Drive-strength map:
(6 px per um)
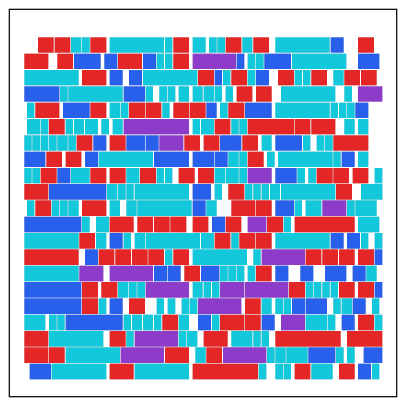
Met1 routing:
(10 px per um) Supply wires on this layer in grey.
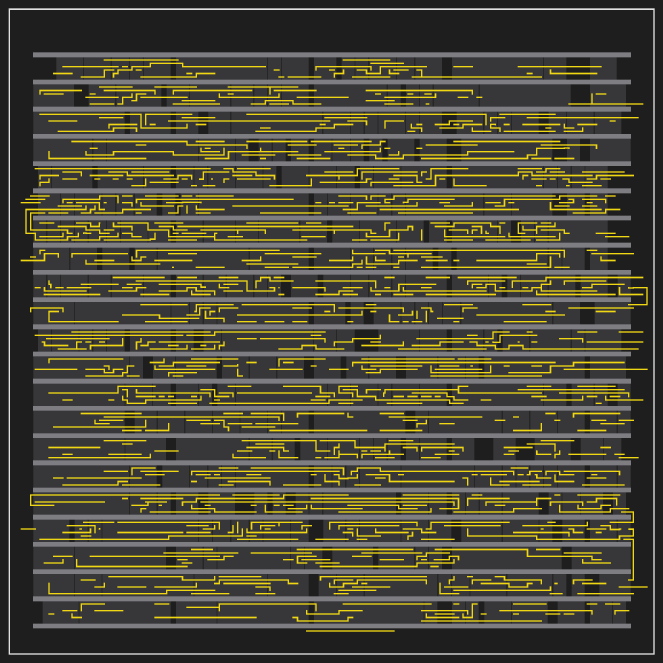
Placement density heat map:
(6 px per um) The die is cut into 6 by 6 equal tiles; dark blue is low, red is high, 0 to 100% covered.
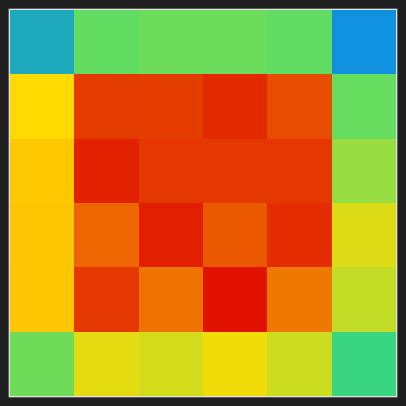
## src/rtl/tx_rr_arbiter.sv

```systemverilog
// tx_rr_arbiter
// Round-robin scheduler for the shared PCIe AXIS TX path. One source owns the
// path at a time and keeps it for whole packets, which the arbiter tracks by
// watching the muxed AXIS handshake. There is always one cycle with no owner
// between two grants. A stall watchdog takes the path back from an owner that
// stops sending. ack[] drives the TX mux select and the per-source acks.

module tx_rr_arbiter #(
  parameter int N       = 4,
  parameter int IDX_W   = 2,
  parameter int TIMEOUT = 1024,
  parameter int TMO_W   = 16
) (
  input  logic             clk,
  input  logic             sys_rst,
  input  logic [N-1:0]     req,
  output logic [N-1:0]     ack,
  output logic [IDX_W-1:0] grant_idx,
  output logic             busy,
  input  logic             tx_tvalid,
  input  logic             tx_tready,
  input  logic             tx_tlast,
  output logic             timeout_err
);

  typedef enum logic [1:0] {
    IDLE  = 2'd0,
    GRANT = 2'd1,
    GAP   = 2'd2
  } state_t;

  localparam logic [TMO_W-1:0] TMO_LIM = TMO_W'(TIMEOUT);
  localparam logic [TMO_W-1:0] TMO_MAX = {TMO_W{1'b1}};
  localparam logic [N-1:0]     ONE_HOT = {{(N-1){1'b0}}, 1'b1};
  localparam bit               WD_EN   = (TIMEOUT > 0);

  state_t           state;
  logic [1:0]       rst_pipe;
  logic             rst;
  logic             in_pkt;
  logic [TMO_W-1:0] stall_cnt;
  logic [TMO_W-1:0] stall_inc;
  logic             beat;
  logic             pkt_open;
  logic             release_ok;
  logic             wd_fire;
  logic             any_req;
  logic [IDX_W-1:0] sel;
  logic [IDX_W-1:0] cand;

  // Reset asserts at once from sys_rst, but releases only after two clean
  // clock edges so every register leaves reset on the same edge.
  always_ff @(posedge clk or posedge sys_rst) begin
    if (sys_rst) begin
      rst_pipe <= 2'b11;
    end else begin
      rst_pipe <= {rst_pipe[0], 1'b0};
    end
  end

  assign rst = rst_pipe[1];

  // A beat is an accepted transfer on the shared TX path. pkt_open says the
  // owner will still be in the middle of a packet after this cycle, taking a
  // beat that happens right now into account, so a tlast beat in the same
  // cycle as the request drop releases straight away.
  assign beat       = tx_tvalid & tx_tready;
  assign pkt_open   = (in_pkt & ~(beat & tx_tlast)) | (beat & ~tx_tlast);
  assign release_ok = ~req[grant_idx] & ~pkt_open;
  assign stall_inc  = stall_cnt + TMO_W'(1);
  assign wd_fire    = WD_EN & ~beat & (stall_inc == TMO_LIM);

  // Round-robin pick: search upward from the source after the last owner.
  // The loop runs from farthest to nearest so the nearest requester wins.
  always_comb begin
    any_req = |req;
    sel     = grant_idx;
    cand    = '0;
    for (int i = N; i >= 1; i--) begin
      cand = IDX_W'((int'(grant_idx) + i) % N);
      if (req[cand]) begin
        sel = cand;
      end
    end
  end

  // Arbitration FSM. All outputs are registered here. GAP is the one cycle
  // with no owner after a release; the pick made during it uses the updated
  // grant_idx, so the source just released goes to the back of the queue.
  always_ff @(posedge clk or posedge rst) begin
    if (rst) begin
      state       <= IDLE;
      ack         <= '0;
      grant_idx   <= IDX_W'(N - 1);
      busy        <= 1'b0;
      timeout_err <= 1'b0;
      in_pkt      <= 1'b0;
      stall_cnt   <= '0;
    end else begin
      timeout_err <= 1'b0;
      case (state)
        IDLE, GAP: begin
          if (any_req) begin
            ack       <= ONE_HOT << sel;
            grant_idx <= sel;
            busy      <= 1'b1;
            in_pkt    <= 1'b0;
            stall_cnt <= '0;
            state     <= GRANT;
          end else begin
            state <= IDLE;
          end
        end
        GRANT: begin
          if (beat) begin
            in_pkt    <= ~tx_tlast;
            stall_cnt <= '0;
          end else if (stall_cnt != TMO_MAX) begin
            stall_cnt <= stall_inc;
          end
          if (wd_fire) begin
            ack         <= '0;
            busy        <= 1'b0;
            timeout_err <= 1'b1;
            in_pkt      <= 1'b0;
            state       <= GAP;
          end else if (release_ok) begin
            ack   <= '0;
            busy  <= 1'b0;
            state <= GAP;
          end
        end
        default: begin
          ack   <= '0;
          busy  <= 1'b0;
          state <= IDLE;
        end
      endcase
    end
  end

endmodule

```

## config.mk

```make
export PLATFORM = sky130hd
export DESIGN_NAME = tx_rr_arbiter
export DESIGN_NICKNAME = d
export VERILOG_FILES = /design/src/rtl/tx_rr_arbiter.sv
export SDC_FILE = /design/constraint.sdc
export NUM_CORES = 1
export LEC_CHECK = 0
export ABC_AREA = 1
export ABC_CLOCK_PERIOD_IN_PS = 1200
export CAP_MARGIN = 25
export CORE_MARGIN = 2
export CORE_UTILIZATION = 50
export DETAILED_ROUTE_END_ITERATION = 6
export PLACE_DENSITY = 0.81
export SYNTH_ARGS = -nofsm -noshare
export SYNTH_HDL_FRONTEND = slang
export SYNTH_SLANG_ARGS = --single-unit
```

## constraint.sdc

```tcl
create_clock -name clk -period 1.2 [get_ports clk]
set_input_delay 0.36 -clock clk [delete_from_list [all_inputs] [get_ports clk]]
set_output_delay 0.36 -clock clk [all_outputs]
set_load 0.05 [all_outputs]
```

==> flow_summary.yaml <==
# flow metrics
placement:
  post-place-cells: 392
  place_ws_ps: -849
global_routing:
  grt_pass1_vias: 2426
  antenna_found_initial: 0
  busiest_layer: "met2"
  grt_max_degree: 20
job:
  warnings: 29
  max-cap-violations: 0
yosys:
  ys_ff: 29
  synth_cells: 264
  yosysUniqueCellTypes: 26
  yosysWarnings: 0
  ys_seq_share: 0.402
cells_and_area:
  area_growth_pct: 75.3
  diodes: 0
  finalNonFillerCells: 417
  layout_top_cells: "77 x buf_4, 59 x nand2_1, 31 x inv_1"
  drive_gt1_frac: 0.504
sta:
  setup_ws_ps: -1110
  finalCritPeriodShare: 1.93
  finalHoldViolCount: 0
  max_freq_ghz: 0.432
  setup_viol: 35
clock_network:
  cts-htree-levels: 2
  cts_buffers: 5
routing:
  ant_nets: 0
  avgViaCountPerCell: 6.48
  firstDrtPassIters: 6
outcome:
  status: "finished with violations"
  violations: "negative setup slack"
power:
  comb_power_share: 0.638
critical_path:
  worstPathArrival_ps: 2550
floorplan:
  fp.dieH_um: 64.3
  dieArea_um2: 4140
About 'drive-strength map':
| colour | size | cells |
|---|---|---|
| blue | drive 2 | 63 |
| red | drive 3 to 4 | 106 |
| purple | drive 6 and up | 18 |
| cyan | drive 1 or less | 184 |

About 'met1 routing':
share of all routed wire: 33%
main direction: horizontal
wire length on this layer: 3,190 um
DR vias: 2,703
aggregate routed wire length: 9780 um

About 'placement density heat map':
fullest tile: 98%
densest ninth of the die: centre
tiles over 75% full: 56%
mean over tiles: 76%
utilization after layout: 0.934
fp util: 0.533
CORE AREA: 3420 um^2

[critical path, cell delays in order (launching register included)]
cell and delay [ps]:
dfrtp_1 500, buf_4 190, nand2_1 80, nor2_2 160, nand3_1 130, nand2_1 110, nand2_1 90, inv_1 120
nand2_1 100, nor2_2 130, nand3_2 130, nand2_4 160, nand2_8 100, nand2_4 100, nand2_2 50
[timing repair]
item / in CTS / in global routing
gates cloned: 1 / 0
setup buffers: 9 / 8
pin swaps: 15 / 18
endpoints found under the hold margin: 0 / 0
gates resized: 37 / 57
setup endpoints to repair: 35 / 35
hold buffers: 0 / 0
[area by class of cell]
type                    count  area [um^2]  area share
well taps                  46         57.6      0.0180
repair buffers            100          897       0.281
multi-input cells         196         1260       0.395
inverters                  37          148      0.0463
repair inverters            1         7.51     0.00235
clock buffers               6         41.3      0.0129
flip-flops and latches     29          742       0.233
clock inverters             2         35.0      0.0110
[cell families after synthesis]
| family | share of synthesized area |
|---|---|
| compound gates | 0.0722 |
| simple gates | 0.417 |
| other cells | 0.00206 |
| fa+ha+maj | 0.00688 |
| buf+inv | 0.0811 |
| xor+xnor | 0.0193 |
| flops | 0.402 |
[state kept, by name, summed over array words and instances (netlist names)]
register / count
ack: 4
busy: 1
grant_idx: 2
in_pkt: 1
rst_pipe: 2
stall_cnt: 16
state: 2
timeout_err: 1
[cell usage after synthesis]
cell / number / area (um^2)
a21oi_1: 2 / 10.0
buf_2: 1 / 5.00
clkbuf_1: 1 / 3.75
conb_1: 1 / 3.75
dfrtp_1: 25 / 626
dfstp_2: 4 / 105
ha_1: 1 / 12.5
inv_1: 36 / 135
inv_2: 1 / 3.75
nand2_1: 84 / 315
nand2_2: 5 / 31.3
nand2_4: 2 / 22.5
nand3_1: 27 / 135
nand3_2: 1 / 10.0
nand3b_1: 1 / 7.51
nand4_1: 8 / 50.1
nand4_2: 1 / 12.5
nor2_1: 23 / 86.3
nor2_2: 7 / 43.8
nor2_4: 2 / 22.5
nor3_1: 3 / 15.0
nor4_1: 1 / 6.26
o21ai_0: 18 / 90.1
o22ai_1: 5 / 31.3
xnor2_1: 1 / 8.76
xor2_1: 3 / 26.3
[through the flow]
step                      power, mW  instance area [um^2]
after detailed placement       4.29                  2660
after CTS                      5.46                  2930
after global routing           6.74                  3190
final                          6.58                  3190
after floorplan                2.97                  1860
after global placement         4.13                  2660
[worst paths after layout]
| kind | from | slack (ps) | endpoint |
|---|---|---|---|
| max | stall_cnt[10]$_DFFE_PP0P_ | -1110 | ack[3]$_DFFE_PP0P_ |
| min | rst_pipe[1]$_DFF_PP1_ | 240 | stall_cnt[7]$_DFFE_PP0P_ |
| max reg2reg | stall_cnt[10]$_DFFE_PP0P_ | -1110 | ack[3]$_DFFE_PP0P_ |
| min reg2reg | rst_pipe[1]$_DFF_PP1_ | 240 | stall_cnt[7]$_DFFE_PP0P_ |
| max in group asynchronous | rst_pipe[1]$_DFF_PP1_ | 670 | ack[2]$_DFFE_PP0P_ |
| min in group clk | rst_pipe[0]$_DFF_PP1_ | 370 | rst_pipe[1]$_DFF_PP1_ |
Power and IR drop assume default switching activity.
